`src/rtl/memory_write_controller.sv`:
```
// memory_write_controller
//   Front end for the 4x8-bit memory system. Synchronises and debounces the
//   store push-button and the data/address switches, then turns each clean
//   press into one write: data/addr are captured, held for a setup cycle,
//   store pulses for STORE_CYCLES cycles, then one hold cycle follows.
//
// Ports
//   clk          system clock (single domain)
//   reset_n      asynchronous active-low reset
//   btn_store    raw bouncing store button
//   sw_data[7:0] raw data switches
//   sw_addr[1:0] raw address switches
//   data[7:0]    registered data to memory
//   addr[1:0]    registered address to memory
//   store        registered write strobe
//   busy         high whenever the FSM is not idle
//   write_count  completed writes, modulo 256
module memory_write_controller #(
  parameter int DEBOUNCE_CYCLES = 100000,
  parameter int DB_W            = 17,
  parameter int STORE_CYCLES    = 2
) (
  input  logic       clk,
  input  logic       reset_n,
  input  logic       btn_store,
  input  logic [7:0] sw_data,
  input  logic [1:0] sw_addr,
  output logic [7:0] data,
  output logic [1:0] addr,
  output logic       store,
  output logic       busy,
  output logic [7:0] write_count
);

  localparam int SC_W = (STORE_CYCLES > 1) ? $clog2(STORE_CYCLES) : 1;
  localparam logic [DB_W-1:0] DB_LAST = DB_W'(DEBOUNCE_CYCLES);
  localparam logic [SC_W-1:0] SC_LAST = SC_W'(STORE_CYCLES - 1);

  typedef enum logic [2:0] {
    IDLE, SETUP, WRITE, HOLD, WAIT_RELEASE
  } state_e;

  // ---------------------------------------------------------------- sync
  logic [1:0] btn_sync_q;
  logic [7:0] data_s1_q, data_s2_q;
  logic [1:0] addr_s1_q, addr_s2_q;

  always_ff @(posedge clk or negedge reset_n) begin
    if (!reset_n) begin
      btn_sync_q <= '0;
      data_s1_q  <= '0;
      data_s2_q  <= '0;
      addr_s1_q  <= '0;
      addr_s2_q  <= '0;
    end else begin
      btn_sync_q <= {btn_sync_q[0], btn_store};
      data_s1_q  <= sw_data;
      data_s2_q  <= data_s1_q;
      addr_s1_q  <= sw_addr;
      addr_s2_q  <= addr_s1_q;
    end
  end

  // ------------------------------------------------------------ debounce
  // The counter runs only while the synced button disagrees with the
  // debounced level; any agreeing sample clears it, so a glitch must
  // persist uninterrupted before the level flips.
  logic            level_q, level_d;
  logic [DB_W-1:0] db_cnt_q, db_cnt_d;

  always_comb begin
    level_d  = level_q;
    db_cnt_d = '0;
    if (btn_sync_q[1] != level_q) begin
      if (db_cnt_q == DB_LAST) level_d = ~level_q;
      else                     db_cnt_d = db_cnt_q + 1'b1;
    end
  end

  always_ff @(posedge clk or negedge reset_n) begin
    if (!reset_n) begin
      level_q  <= 1'b0;
      db_cnt_q <= '0;
    end else begin
      level_q  <= level_d;
      db_cnt_q <= db_cnt_d;
    end
  end

  // ----------------------------------------------------------------- FSM
  state_e          state_q, state_d;
  logic [SC_W-1:0] sc_q, sc_d;
  logic [7:0]      data_q, data_d;
  logic [1:0]      addr_q, addr_d;
  logic [7:0]      wc_q, wc_d;
  logic            store_q, busy_q;

  always_comb begin
    state_d = state_q;
    sc_d    = sc_q;
    data_d  = data_q;
    addr_d  = addr_q;
    wc_d    = wc_q;
    case (state_q)
      // WAIT_RELEASE only returns here once the level is low, so a high
      // level seen in IDLE is always a fresh debounced rising edge.
      IDLE: begin
        data_d = data_s2_q;
        addr_d = addr_s2_q;
        if (level_q) state_d = SETUP;
      end
      SETUP: begin
        sc_d    = '0;
        state_d = WRITE;
      end
      WRITE: begin
        if (sc_q == SC_LAST) state_d = HOLD;
        else                 sc_d    = sc_q + 1'b1;
      end
      HOLD: begin
        wc_d    = wc_q + 8'd1;
        state_d = WAIT_RELEASE;
      end
      WAIT_RELEASE: begin
        if (!level_q) state_d = IDLE;
      end
      default: state_d = IDLE;
    endcase
  end

  // store/busy are decoded from the next state so they are true flops
  // aligned with the state register.
  always_ff @(posedge clk or negedge reset_n) begin
    if (!reset_n) begin
      state_q <= IDLE;
      sc_q    <= '0;
      data_q  <= '0;
      addr_q  <= '0;
      wc_q    <= '0;
      store_q <= 1'b0;
      busy_q  <= 1'b0;
    end else begin
      state_q <= state_d;
      sc_q    <= sc_d;
      data_q  <= data_d;
      addr_q  <= addr_d;
      wc_q    <= wc_d;
      store_q <= (state_d == WRITE);
      busy_q  <= (state_d != IDLE);
    end
  end

  assign data        = data_q;
  assign addr        = addr_q;
  assign store       = store_q;
  assign busy        = busy_q;
  assign write_count = wc_q;

endmodule

```
`config.mk`:
```
export PLATFORM = sky130hd
export DESIGN_NAME = memory_write_controller
export DESIGN_NICKNAME = d
export VERILOG_FILES = /design/src/rtl/memory_write_controller.sv
export SDC_FILE = /design/constraint.sdc
export NUM_CORES = 1
export LEC_CHECK = 0
export ABC_AREA = 1
export CAP_MARGIN = 20
export CORE_UTILIZATION = 58
export DETAILED_ROUTE_END_ITERATION = 16
export PLACE_DENSITY = 0.83
export SKIP_CTS_REPAIR_TIMING = 1
export SLEW_MARGIN = 25
export SYNTH_ARGS = -nofsm -noshare
export SYNTH_HDL_FRONTEND = slang
export SYNTH_SLANG_ARGS = --single-unit
```
`constraint.sdc`:
```
create_clock -name clk -period 4 [get_ports clk]
set_clock_uncertainty 0.15 [all_clocks]
set_input_delay 0.4 -clock clk [delete_from_list [all_inputs] [get_ports clk]]
set_output_delay 0.4 -clock clk [all_outputs]
set_load 0.01 [all_outputs]
```
**Nets reached from selected ports**

Scale: 4 px per um.
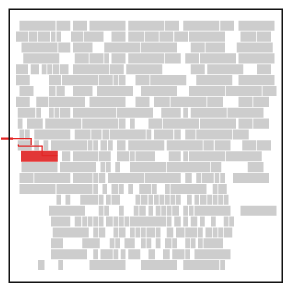
[busy] red | bits: 1 | direction: output | edge: west | end cells: 1 | buffers: 1 | wire: 18.7 um
Ports: 33
Port Buffers: 32

**Cell placement**

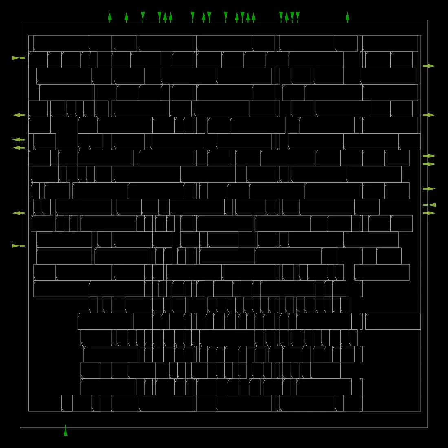
area of the core: 0.00409 mm2
Tap Cells: 50
Rows: 23
non-filler cells, final: 333
sequential share of cell area: 51.2%

**Pin map**

Scale: 6 px per um. Pins as bars across the die edge, other pins in grey.
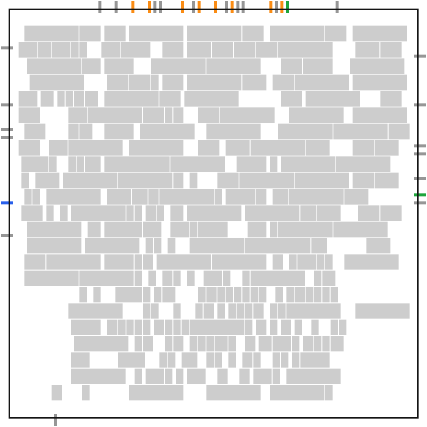
[sw_data] orange | pins: 8 | direction: input | edge: north
[busy] blue | pins: 1 | direction: output | edge: west
[sw_addr] green | pins: 2 | direction: input | edge: 1 north, 1 east

**Routed metal, one colour a layer**

Scale: 6 px per um. Two of the layers only.
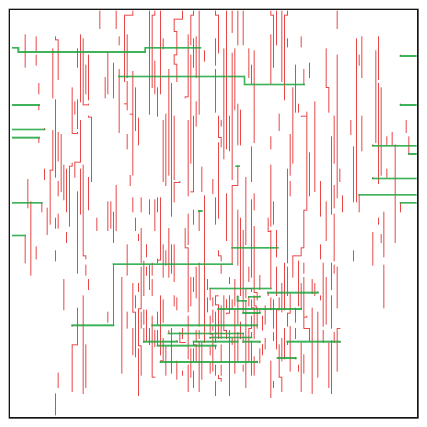
[M3] green | wire length: 282 um
[M2] red | wire length: 2140 um
overall routing resource usage: 23.3%
Routed WL per cell: 13.2 um
total number of vias: 1676
final wirelength: 4410 um

**Cells by drive strength**

Scale: 6 px per um.
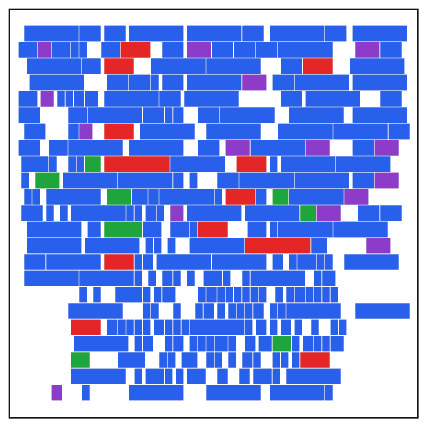
[x2] purple | cells: 15 | most used: mux2_2
[x6 and larger] red | cells: 12 | most used: clkbuf_8
[x3 and x4] green | cells: 8
[x1 and smaller] blue | cells: 248 | most used: dfrtp_1

## power groups by stage
stage	registers [mW]	logic [mW]	clock network (mW)
6_report	0.674	0.0508	0.614
5_1_grt	0.676	0.0581	0.659
4_1_cts	0.674	0.0524	0.628
3_5_place_dp	0.686	0.0519	0
3_3_place_gp	0.684	0.0507	0
2_1_floorplan	0.687	0.0119	0
## through the flow
step / instances / setup WS (ns) / util, % / power [mW] / instance area [um2]
floorplan: 234 / 2.60 / - / 0.699 / 2510
CTS: 333 / 2.11 / 76.6 / 1.35 / 3130
detailed placement: 317 / 2.41 / 71.0 / 0.738 / 2900
global placement: 317 / 2.47 / 71.0 / 0.735 / 2900
finish: 333 / 2.13 / 76.6 / 1.34 / 3130
global route: 333 / 2.07 / 76.6 / 1.39 / 3130
==> metrics.yaml <==
outcome: "finished with violations"
violations: "negative hold slack"
die_y_um: 67.9
setup_viol: 0
critPathCapture: "write_count[3]"
syn_avg_cell_area_um2: 10.7
clockRootBuffer: "clkbuf_8"
power.leakage_nw: 1.44
most_common_cell: "dfrtp_1"
layout_top_cell: "dfrtp_1"
comb_share_pct: 26.1
die_area_mm2: 0.00460
rr_endpoint: "db_cnt_q[7]"
clkbuf_count: 10
rr_worst_depth: 7
syn2layout_area_growth_pct: 24.5
ant_nets: 0
ys_sh_xor_pct: 5.22
combPwrFrac_pct: 3.8
seq_cells: 64
syn_nets: 250
ys_ff: 64
power_report.internal_total_mw: 1.06
comb_cells: 144
fillers: 266
maxSlewHeadroom_pct: 50.7
avgViaCountPerCell: 5.03
netlist_area_mm2: 0.00251
ys_warn_count: 0
yosysTopAreaCellShare_pct: 63.7
crit_chain: "clkdlybuf4s50_1"
cts-buffers-inserted: 9
buffers_excl_clock: 33
r2r_slack_ns: 2.39
r2r_start: "db_cnt_q[0]"
tns_ns: 0
post-route-period-util_pct: 46.7
first_global_vias: 1615
hold_viol_final: 33
use_met3_pct: 9.33
max_freq_mhz: 535
use_met2_pct: 33.8
yosys.area.top_type: "dfrtp_1"
crit_slowest_cell: "clkdlybuf4s50_1"
crit_family: "buffers and inverters"
globalRoute.busiestLayer: "met2"
grt_max_degree: 35
slowest_delay_ns: 0.57
clockNetworkAreaShare_pct: 7.35
vdd_drop_max_mv: 0.277
antenna_found_initial: 0
nonClkBufAreaFrac_pct: 10.3
clkSinkCount: 64
fin_hold_ws_ns: -0.0198
floorplan.core_util_pct: 61.5
p_per_area_mw_per_mm2: 427
first_pass_iters: 4
clkTransAtPathRegs_ns: 0.07
nNetsFinal: 294
clkLatencyLatePin_ns: 0.33
rsz0062_at_grt: "false"
logic_family: "simple AND/OR/NAND/NOR gates"
cp.depth: 1
largest_reg_flops: 17
logic_area_um2: 816
crit_fanout: 5
wl_met2_um: 2140
wl_met1_um: 1920
inverters_excl_clock: 26
fa_ha_area_share_pct: 1.49
clk_path_buf_depth: 2
switchingPower_mw: 0.278
drive_above_1_share_pct: 12.4
endpoint_kind: "primary output"
gp_congestion: 0.901
No activity file was given, so power comes from the tool's default toggle rates.
